===== config.mk =====
export PLATFORM = sky130hd
export DESIGN_NAME = timer_off_delay
export DESIGN_NICKNAME = d
export VERILOG_FILES = /design/src/rtl/timer_off_delay.sv
export SDC_FILE = /design/constraint.sdc
export NUM_CORES = 1
export LEC_CHECK = 0
export ABC_AREA = 1
export CORE_ASPECT_RATIO = 2
export CORE_MARGIN = 4
export CORE_UTILIZATION = 35
export DETAILED_ROUTE_END_ITERATION = 8
export PLACE_DENSITY = 0.64
export SYNTH_ARGS = -nofsm -noshare
export SYNTH_HDL_FRONTEND = slang
export SYNTH_SLANG_ARGS = --single-unit
export TNS_END_PERCENT = 50

===== constraint.sdc =====
create_clock -name clk -period 2.9 [get_ports clk]
set_input_delay 0.58 -clock clk [delete_from_list [all_inputs] [get_ports clk]]
set_output_delay 0.58 -clock clk [all_outputs]
set_load 0.005 [all_outputs]

===== src/rtl/timer_off_delay.sv =====
// timer_off_delay: ladder-logic TOF (off-delay) timer.
// DN rises as soon as IN is true and, once IN falls, is held for PRE ms
// counted on the shared 1 kHz tick.
// Optional feature macro: TOF_RES_EN adds the RES (reset instruction) input.
module timer_off_delay #(
  parameter int unsigned W = 32
) (
  input  logic         clk,
  input  logic         rst,
  input  logic         tick,
`ifdef TOF_RES_EN
  input  logic         RES,
`endif
  input  logic [W-1:0] PRE,
  input  logic         IN,
  output logic         DN,
  output logic         TT,
  output logic         EN,
  output logic [W-1:0] ACC
);

  typedef enum logic [1:0] {
    S_IDLE   = 2'b00,
    S_ON     = 2'b01,
    S_TIMING = 2'b10
  } state_t;

  localparam logic [W-1:0] ACC_ZERO = {W{1'b0}};
  localparam logic [W-1:0] ACC_ONE  = {{(W-1){1'b0}}, 1'b1};

  state_t       state_r;
  state_t       state_nxt_s;
  logic [W-1:0] acc_r;
  logic [W-1:0] acc_nxt_s;
  logic [W-1:0] acc_inc_s;
  logic         last_tick_r;
  logic         tick_rise_s;
  logic         dn_r;
  logic         tt_r;
  logic         en_r;
  logic         res_s;

`ifdef TOF_RES_EN
  assign res_s = RES;
`else
  assign res_s = 1'b0;
`endif

  // A count can only advance when acc_r < PRE, so the increment never wraps.
  assign tick_rise_s = tick & ~last_tick_r;
  assign acc_inc_s   = acc_r + ACC_ONE;

  // Next-state and next-accumulator decode; RES overrides the normal FSM.
  always_comb begin
    state_nxt_s = state_r;
    acc_nxt_s   = acc_r;
    if (res_s) begin
      state_nxt_s = S_IDLE;
      acc_nxt_s   = ACC_ZERO;
    end else begin
      case (state_r)
        S_IDLE: begin
          if (IN) begin
            state_nxt_s = S_ON;
            acc_nxt_s   = ACC_ZERO;
          end else begin
            state_nxt_s = S_IDLE;
          end
        end
        S_ON: begin
          acc_nxt_s = ACC_ZERO;
          if (!IN) begin
            if (PRE == ACC_ZERO) begin
              state_nxt_s = S_IDLE;
            end else begin
              state_nxt_s = S_TIMING;
            end
          end else begin
            state_nxt_s = S_ON;
          end
        end
        S_TIMING: begin
          if (IN) begin
            state_nxt_s = S_ON;
            acc_nxt_s   = ACC_ZERO;
          end else if (acc_r >= PRE) begin
            // PRE lowered below the running count: stop, keep the count.
            state_nxt_s = S_IDLE;
          end else if (tick_rise_s) begin
            acc_nxt_s = acc_inc_s;
            if (acc_inc_s >= PRE) begin
              state_nxt_s = S_IDLE;
            end else begin
              state_nxt_s = S_TIMING;
            end
          end else begin
            state_nxt_s = S_TIMING;
          end
        end
        default: begin
          state_nxt_s = S_IDLE;
        end
      endcase
    end
  end

  // State, accumulator and registered outputs decoded from the next state.
  always_ff @(posedge clk) begin
    if (rst) begin
      state_r     <= S_IDLE;
      acc_r       <= ACC_ZERO;
      last_tick_r <= 1'b0;
      dn_r        <= 1'b0;
      tt_r        <= 1'b0;
      en_r        <= 1'b0;
    end else begin
      state_r     <= state_nxt_s;
      acc_r       <= acc_nxt_s;
      last_tick_r <= tick;
      dn_r        <= (state_nxt_s != S_IDLE);
      tt_r        <= (state_nxt_s == S_TIMING);
      en_r        <= IN;
    end
  end

  assign DN  = dn_r;
  assign TT  = tt_r;
  assign EN  = en_r;
  assign ACC = acc_r;

endmodule


Fig. 1: run 1, sequential cells grouped by signal name
Bar = 20 um. Other sequential cells in the stronger gray, the rest of the logic in the fainter gray.
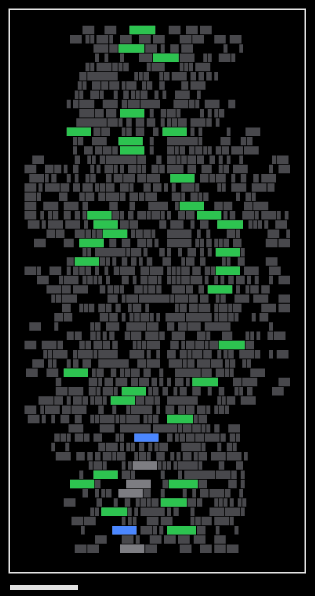
- green: ACC (placed flops 32)
- blue: state_r (placed flops 2)
- not colored: 4
P_seq: 0.000578 W
Flop area: 779 um^2

Fig. 2: run 1, placement density heat map
Bar = 20 um. 9 x 16 tiles, from dark purple (low) to yellow (high), 0 to 100% covered.
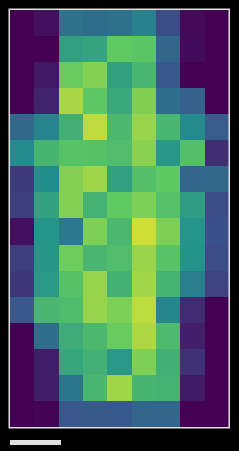
- nearly empty tiles: 15%
- densest ninth of the die: middle
- tiles over 75% full: 19%
- fullest tile: 93%

==> flow_metrics.tcl, run 1 <==
# yosys + openroad results
set metrics [dict create \
    min_path_cells 2 \
    hold_end "ACC[0]" \
    path_delay_family "simple AND/OR/NAND/NOR gates" \
    reg2reg_from "ACC[1]" \
    antenna_cells 0 \
    irDropWorstVdd_v 0.000193 \
    r2r_end "DN" \
    fa_ha_area_share_pct 18.9 \
    ys_seq_share_pct 17.6 \
    finalSetupViolCount 0 \
    ys.flops 38 \
    power.density_nw_per_um2 269 \
    cap_violations 0 \
    critPathLaunch "ACC[1]" \
    reg2reg_depth 19 \
    clock_latency_ns 0.29 \
    core_um2 12100 \
    seq-cell-share_pct 11.8 \
    hpwl_mm 13.1 \
    crit_cells 19 \
    ys_cells 697 \
    die_h_um 165 \
    chipArea_um2 14300 \
    routed-via-count 5234 \
    drt_pass1_iterations 4 \
    antenna_found_initial 0 \
    edf_count 0 \
    cp.arrival_ns 3.06 \
    path_common_cell "nand2_1" \
    crit_path_end "DN" \
    drt_iter0_drc 227 \
    initial_core_util_pct 35.6 \
    cpPeakStageDelay_ns 0.37 \
    crit_path_start_kind "flip-flop" \
    netlist_area_um2 4310 \
    final_util_pct 54.7 \
    nonClockBufferCount 196 \
    worst_clock_skew_ns 0.00404 \
    pin_count 71 \
    xor_area_share_pct 2.58 \
    fp_nets 798 \
    wl_met2_mm 8.82 \
    ys_sh_aoi_pct 9.34 \
    sh_comb_area_pct 51.6 \
    largest_reg_flops 32 \
    crit_type "flip-flop to flip-flop" \
    avgSynthCellArea_um2 6.19 \
    p_seq_share_pct 32.4 \
    top_cell "nand2_1" \
    io_buffers 70 \
    final_hold_viol_count 0 \
    sw_frac_of_total_pct 32.5 \
    antenna_left 0 \
    whs_ns 0.531 \
    use_met2_pct 43.6 \
    synth_top_area_share_pct 18.9 \
    cts_setup_buffers 1 \
    cp_max_fo 3 \
    ff_type "dfxtp_1" \
    fmax_mhz 348 \
    cts_max_level 2 \
    place.gp.congestion 0.988 \
    intPower_w 0.00120 \
    comb-power_w 0.000642 \
    outcome "completed" \
    fin_crit_sh_pct 99.2 \
    min_from "ACC[0]" \
    p_leak_nw 3.39 \
    crit_buf_inv 1 \
    clkTransAtPathRegs_ns 0.06 \
    crit_path_top_delay_cell "dfxtp_4" \
    avgViaCountPerCell 5.08 \
    common_cells "178 x nand2_1, 97 x inv_1, 76 x nand3_1" \
    largestClassByArea "logic gates" \
    warnings 28 \
    worstPathCellList "ha_4 -> inv_2 -> nor3_4 -> nand3_2 -> nor2_4 -> nand4_1 -> and2_1 -> ha_1 -> nand2_2 -> nor2_4 -> nand4_1 -> nor4_1 -> nand2_1 -> nand2_1 -> nand2_1 -> nand2_1 -> nand2_1 -> nand2_2 -> nand2_1" \
    clkPwrFrac_pct 31.7 \
    stdcell_area_um2 6630 \
]
Fig. 3: run 1, wire density map
17 x 33 tiles, from dark purple (low) to yellow (high), scaled to the fullest tile. Values are wire area over tile area, all layers added.
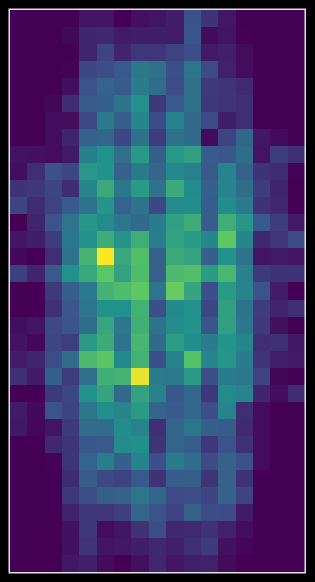
- tiles over half the peak: 12%
- nearly empty tiles: 21%
- mean over tiles: 0.18
- fullest tile: 0.80
Routed WL per cell: 15.6 um
GRT Total Usage: 22.3%
final wirelength: 16.0 mm

Fig. 4: run 1, wiring by layer
Two of the layers only.
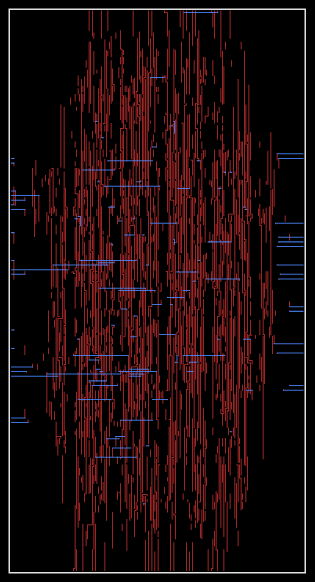
- blue: metal 3 (wire length 512 um)
- red: metal 2 (wire length 8,820 um)

==> run 2, diff against run 1 <==
--- a/config.mk
+++ b/config.mk
@@ -11,6 +11,7 @@
 export CORE_UTILIZATION = 35
 export DETAILED_ROUTE_END_ITERATION = 8
 export PLACE_DENSITY = 0.64
+export SLEW_MARGIN = 20
 export SYNTH_ARGS = -nofsm -noshare
 export SYNTH_HDL_FRONTEND = slang
 export SYNTH_SLANG_ARGS = --single-unit
Fig. 5: run 2, wiring by layer
Two of the layers only.
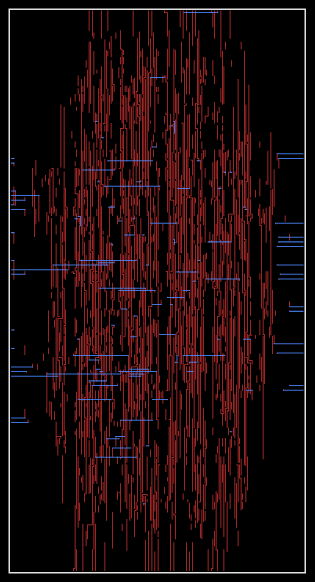
Via Count: 5,234

==> flow_metrics.tcl, run 2 <==
# yosys + openroad results
set metrics [dict create \
    cts_resized 6 \
    wirelength_mm 16.0 \
    edf_count 0 \
    largestClassByArea "logic gates" \
    cp.arrival_ns 3.06 \
    cts_tree "built" \
    dp_cells 1012 \
    crit_path_start_kind "flip-flop" \
    slew-limit-headroom_pct 54.4 \
    first_global_vias 5013 \
    die_x_um 86.5 \
    worst_clock_skew_ns 0.00404 \
    clock_latency_ns 0.29 \
    die_h_um 165 \
    antenna_cells 0 \
    netlist_area_um2 4310 \
    top_cell "nand2_1" \
    drive_gt1_share_pct 25.8 \
    p_leak_nw 3.39 \
    chipArea_um2 14300 \
    cpPeakStageDelay_ns 0.37 \
    logic_gate_count 540 \
    comb-power_w 0.000642 \
    crit_cells 19 \
    antenna_left 0 \
    xor_area_share_pct 2.58 \
    seq_area_um2 779 \
    crit_path_top_delay_cell "dfxtp_4" \
    use_met2_pct 43.6 \
    dp_slack_ns -0.121 \
    ff_type "dfxtp_1" \
    cts_max_level 2 \
    report.final.slew_viol_count 0 \
    p_switching_w 0.000581 \
    fin_crit_sh_pct 99.2 \
    fa_ha_area_share_pct 18.9 \
    largest_reg_flops 32 \
    hold_end "ACC[0]" \
    whs_ns 0.531 \
    seq-cell-share_pct 11.8 \
    nWellTaps 147 \
    cp_data_required_time_ns 3.08 \
    wire_per_inst_um 15.6 \
    final_hold_viol_count 0 \
    cp_max_fo 3 \
    stdcell_area_um2 6630 \
    sh_comb_area_pct 51.6 \
    path_delay_family "simple AND/OR/NAND/NOR gates" \
    area_growth_pct 53.8 \
    endpoint_kind "flip-flop" \
    ys_warn_count 0 \
    intPower_w 0.00120 \
    io_buffers 70 \
    clkTransAtPathRegs_ns 0.06 \
    post_dp_cell_area_um2 6030 \
    grtUsageMet3_pct 1.70 \
    ys_sh_aoi_pct 9.34 \
    pwr-share-comb_pct 35.9 \
    grt_max_degree 39 \
    drc 0 \
    fmax_mhz 348 \
    path_common_cell "nand2_1" \
    grt_setup_unrepaired "true" \
    top_area_cell "ha_1" \
    synth_top_area_share_pct 18.9 \
    ys_cells 697 \
    ys.flops 38 \
    outcome "completed" \
    min_from "ACC[0]" \
    ys_types 32 \
    drt_pass1_iterations 4 \
    clkPwrFrac_pct 31.7 \
    crit_buf_inv 1 \
    dr_wl_met3_um 511 \
    top_layer "met4" \
    fp-row-count 57 \
    place.gp.congestion 0.988 \
    irDropWorstVdd_v 0.000193 \
    top_power_group "combinational cells" \
    reg2reg_depth 19 \
    use_met1_pct 21.1 \
    hold_path_class "flip-flop to flip-flop" \
    antenna_found_initial 0 \
    avgViaCountPerCell 5.08 \
    sw_frac_of_total_pct 32.5 \
    cap_violations 0 \
    cts_buffers 5 \
    worstPathCellList "ha_4 -> inv_2 -> nor3_4 -> nand3_2 -> nor2_4 -> nand4_1 -> and2_1 -> ha_1 -> nand2_2 -> nor2_4 -> nand4_1 -> nor4_1 -> nand2_1 -> nand2_1 -> nand2_1 -> nand2_1 -> nand2_1 -> nand2_2 -> nand2_1" \
    final_cell_count_no_fill 1030 \
    grt_overflow 0 \
    common_cells "178 x nand2_1, 97 x inv_1, 76 x nand3_1" \
    drt_iter0_drc 227 \
    hpwl_mm 13.1 \
    tightest_slew_ns 0.682 \
    crit_path_end "DN" \
    critPathLaunch "ACC[1]" \
    finalSetupViolCount 0 \
    nClkBuffers 7 \
    reg2reg_from "ACC[1]" \
    p_seq_w 0.000578 \
    area_leaders "ha_1 19%, dfxtp_1 18%, nand2_1 15%" \
    ys_area_um2 4310 \
    fp_nets 798 \
    grtUsageTotal_pct 22.3 \
    min_path_cells 2 \
    topCombFamilyByArea "simple AND/OR/NAND/NOR gates" \
    cts_setup_buffers 1 \
    crit_type "flip-flop to flip-flop" \
    final_common_cell "nand2_1" \
    r2r_end "DN" \
    final.fill_count 1225 \
    p_seq_share_pct 32.4 \
    avgSynthCellArea_um2 6.19 \
    power.density_nw_per_um2 269 \
    pin_count 71 \
    comb_area_um2 3420 \
    warnings 28 \
    root_buffer "clkbuf_16" \
    wl_met2_mm 8.82 \
    p_clk_w 0.000566 \
    final_cell_mix "166 x nand2_1, 115 x buf_4, 90 x inv_1, 70 x clkdlybuf4s50_1, 68 x nand3_1" \
    fin_tns_setup_ns 0 \
    grt.busiest_layer "met2" \
    nonClockBufferCount 196 \
    inverters 101 \
    ys_seq_share_pct 17.6 \
    fin_nets 983 \
    grt_pass1_wl_mm 24.6 \
    ys_sh_mux_pct 0 \
]
Fig. 6: run 2, placement density heat map
Bar = 20 um. 9 x 16 tiles, from dark purple (low) to yellow (high), 0 to 100% covered.
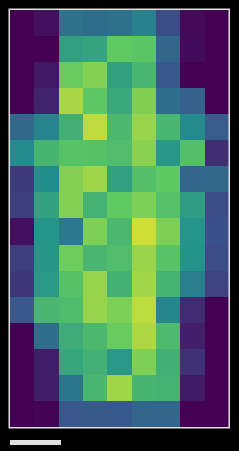
- mean over tiles: 45%
- fullest tile: 93%
- nearly empty tiles: 15%
- tiles over 75% full: 19%
- densest ninth of the die: middle
Core Region: 12,100 um^2
FP Util: 35.6%
final core utilization: 54.7%

==> run 3, diff against run 2 <==
--- a/config.mk
+++ b/config.mk
@@ -11,6 +11,7 @@
 export CORE_UTILIZATION = 35
 export DETAILED_ROUTE_END_ITERATION = 8
 export PLACE_DENSITY = 0.64
+export SKIP_LAST_GASP = 1
 export SLEW_MARGIN = 20
 export SYNTH_ARGS = -nofsm -noshare
 export SYNTH_HDL_FRONTEND = slang
Fig. 7: run 3, clock routing
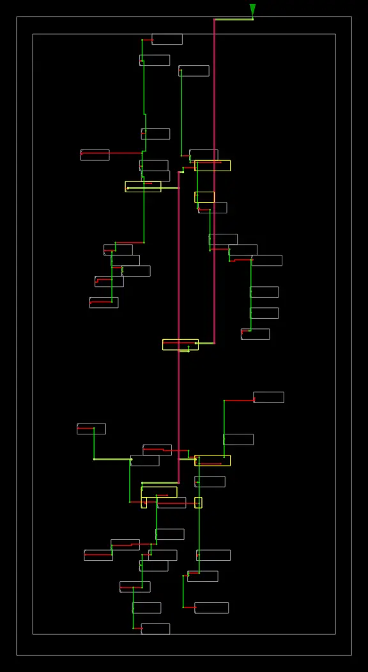
# clk buffers: 7
flop count: 38
clk_lat worst skew: 0.29 ns

Fig. 8: run 3, placement density heat map
Bar = 20 um. 9 x 16 tiles, from dark purple (low) to yellow (high), 0 to 100% covered.
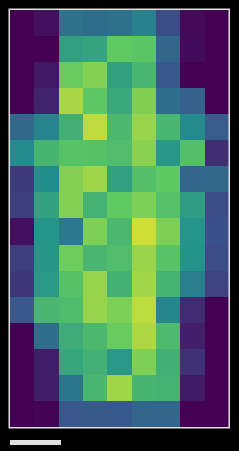
- nearly empty tiles: 15%
- densest ninth of the die: middle
- fullest tile: 93%

==> flow_metrics.tcl, run 3 <==
# yosys + openroad results
set metrics [dict create \
    tightest_slew_ns 0.682 \
    ys_sh_simple_pct 40.7 \
    top_area_cell "ha_1" \
    nonClockBufferCount 196 \
    ys_types 32 \
    path_delay_family "simple AND/OR/NAND/NOR gates" \
    whs_ns 0.531 \
    min_from "ACC[0]" \
    outcome "completed" \
    fmax_mhz 348 \
    cts_max_level 2 \
    edf_count 0 \
    hold_end "ACC[0]" \
    hpwl_mm 13.1 \
    comb_area_um2 3420 \
    cts_tree "built" \
    fin_nets 983 \
    worst_clock_skew_ns 0.00404 \
    cpPeakStageDelay_ns 0.37 \
    final_common_cell "nand2_1" \
    io_buffers 70 \
    fin_crit_sh_pct 99.2 \
    ys_seq_share_pct 17.6 \
    drt_iter0_drc 227 \
    p_seq_share_pct 32.4 \
    ys_cells 697 \
    wirelength_mm 16.0 \
    ff_type "dfxtp_1" \
    final.fill_count 1225 \
    p_leak_nw 3.39 \
    cp_max_fo 3 \
    clockBufferDepth 2 \
    crit_buf_inv 1 \
    crit_path_end "DN" \
    largestClassByArea "logic gates" \
    root_buffer "clkbuf_16" \
    crit_path_start_kind "flip-flop" \
    netlist_area_um2 4310 \
    fp-row-count 57 \
    final_cell_mix "166 x nand2_1, 115 x buf_4, 90 x inv_1, 70 x clkdlybuf4s50_1, 68 x nand3_1" \
    seq-cell-share_pct 11.8 \
    stdcell_area_um2 6630 \
    largest_reg_flops 32 \
    fp_nets 798 \
    drt_pass1_iterations 4 \
    comb-power_w 0.000642 \
    cap_violations 0 \
    grt_max_degree 39 \
    xor_area_share_pct 2.58 \
    chipArea_um2 14300 \
    initial_core_util_pct 35.6 \
    critPathLaunch "ACC[1]" \
    fa_ha_area_share_pct 18.9 \
    wl_met2_mm 8.82 \
    seq_area_um2 779 \
    sh_comb_area_pct 51.6 \
    routed-via-count 5234 \
    avgSynthCellArea_um2 6.19 \
    grt_pass1_wl_mm 24.6 \
    antenna_left 0 \
    report.final.slew_viol_count 0 \
    inverters 101 \
    crit_type "flip-flop to flip-flop" \
    crit_cells 19 \
    dp_cells 1012 \
    dp_slack_ns -0.121 \
    ys_sh_aoi_pct 9.34 \
    wire_per_inst_um 15.6 \
    cp.arrival_ns 3.06 \
    reg2reg_depth 19 \
    use_met2_pct 43.6 \
    fin_tns_setup_ns 0 \
    grt_setup_unrepaired "true" \
    final_util_pct 54.7 \
    final_cell_count_no_fill 1030 \
    topCombFamilyByArea "simple AND/OR/NAND/NOR gates" \
    hold_path_class "flip-flop to flip-flop" \
    place.gp.congestion 0.988 \
    p_clk_w 0.000566 \
    die_x_um 86.5 \
    area_leaders "ha_1 19%, dfxtp_1 18%, nand2_1 15%" \
    die_h_um 165 \
    synth_top_area_share_pct 18.9 \
    clkPwrFrac_pct 31.7 \
    ys_warn_count 0 \
    sw_frac_of_total_pct 32.5 \
    irDropWorstVdd_v 0.000193 \
    common_cells "178 x nand2_1, 97 x inv_1, 76 x nand3_1" \
    finalSetupViolCount 0 \
    grt_overflow 0 \
    slew-limit-headroom_pct 54.4 \
    top_layer "met4" \
    power.density_nw_per_um2 269 \
    clkTransAtPathRegs_ns 0.06 \
    first_global_vias 5013 \
    post_dp_cell_area_um2 6030 \
    cts_buffers 5 \
    pwr-share-comb_pct 35.9 \
    reg2reg_from "ACC[1]" \
    intPower_w 0.00120 \
    grtUsageMet3_pct 1.70 \
    endpoint_kind "flip-flop" \
    pin_count 71 \
    ys.flops 38 \
    antenna_found_initial 0 \
    r2r_end "DN" \
    p_seq_w 0.000578 \
    antenna_cells 0 \
    drive_gt1_share_pct 25.8 \
    ys_sh_mux_pct 0 \
    logic_gate_count 540 \
    cp_data_required_time_ns 3.08 \
    cts_setup_buffers 1 \
    core_um2 12100 \
    nWellTaps 147 \
    use_met1_pct 21.1 \
    warnings 28 \
    path_common_cell "nand2_1" \
    ys_area_um2 4310 \
    avgViaCountPerCell 5.08 \
    drc 0 \
    top_power_group "combinational cells" \
]
No activity file was given, so power comes from the tool's default toggle rates.
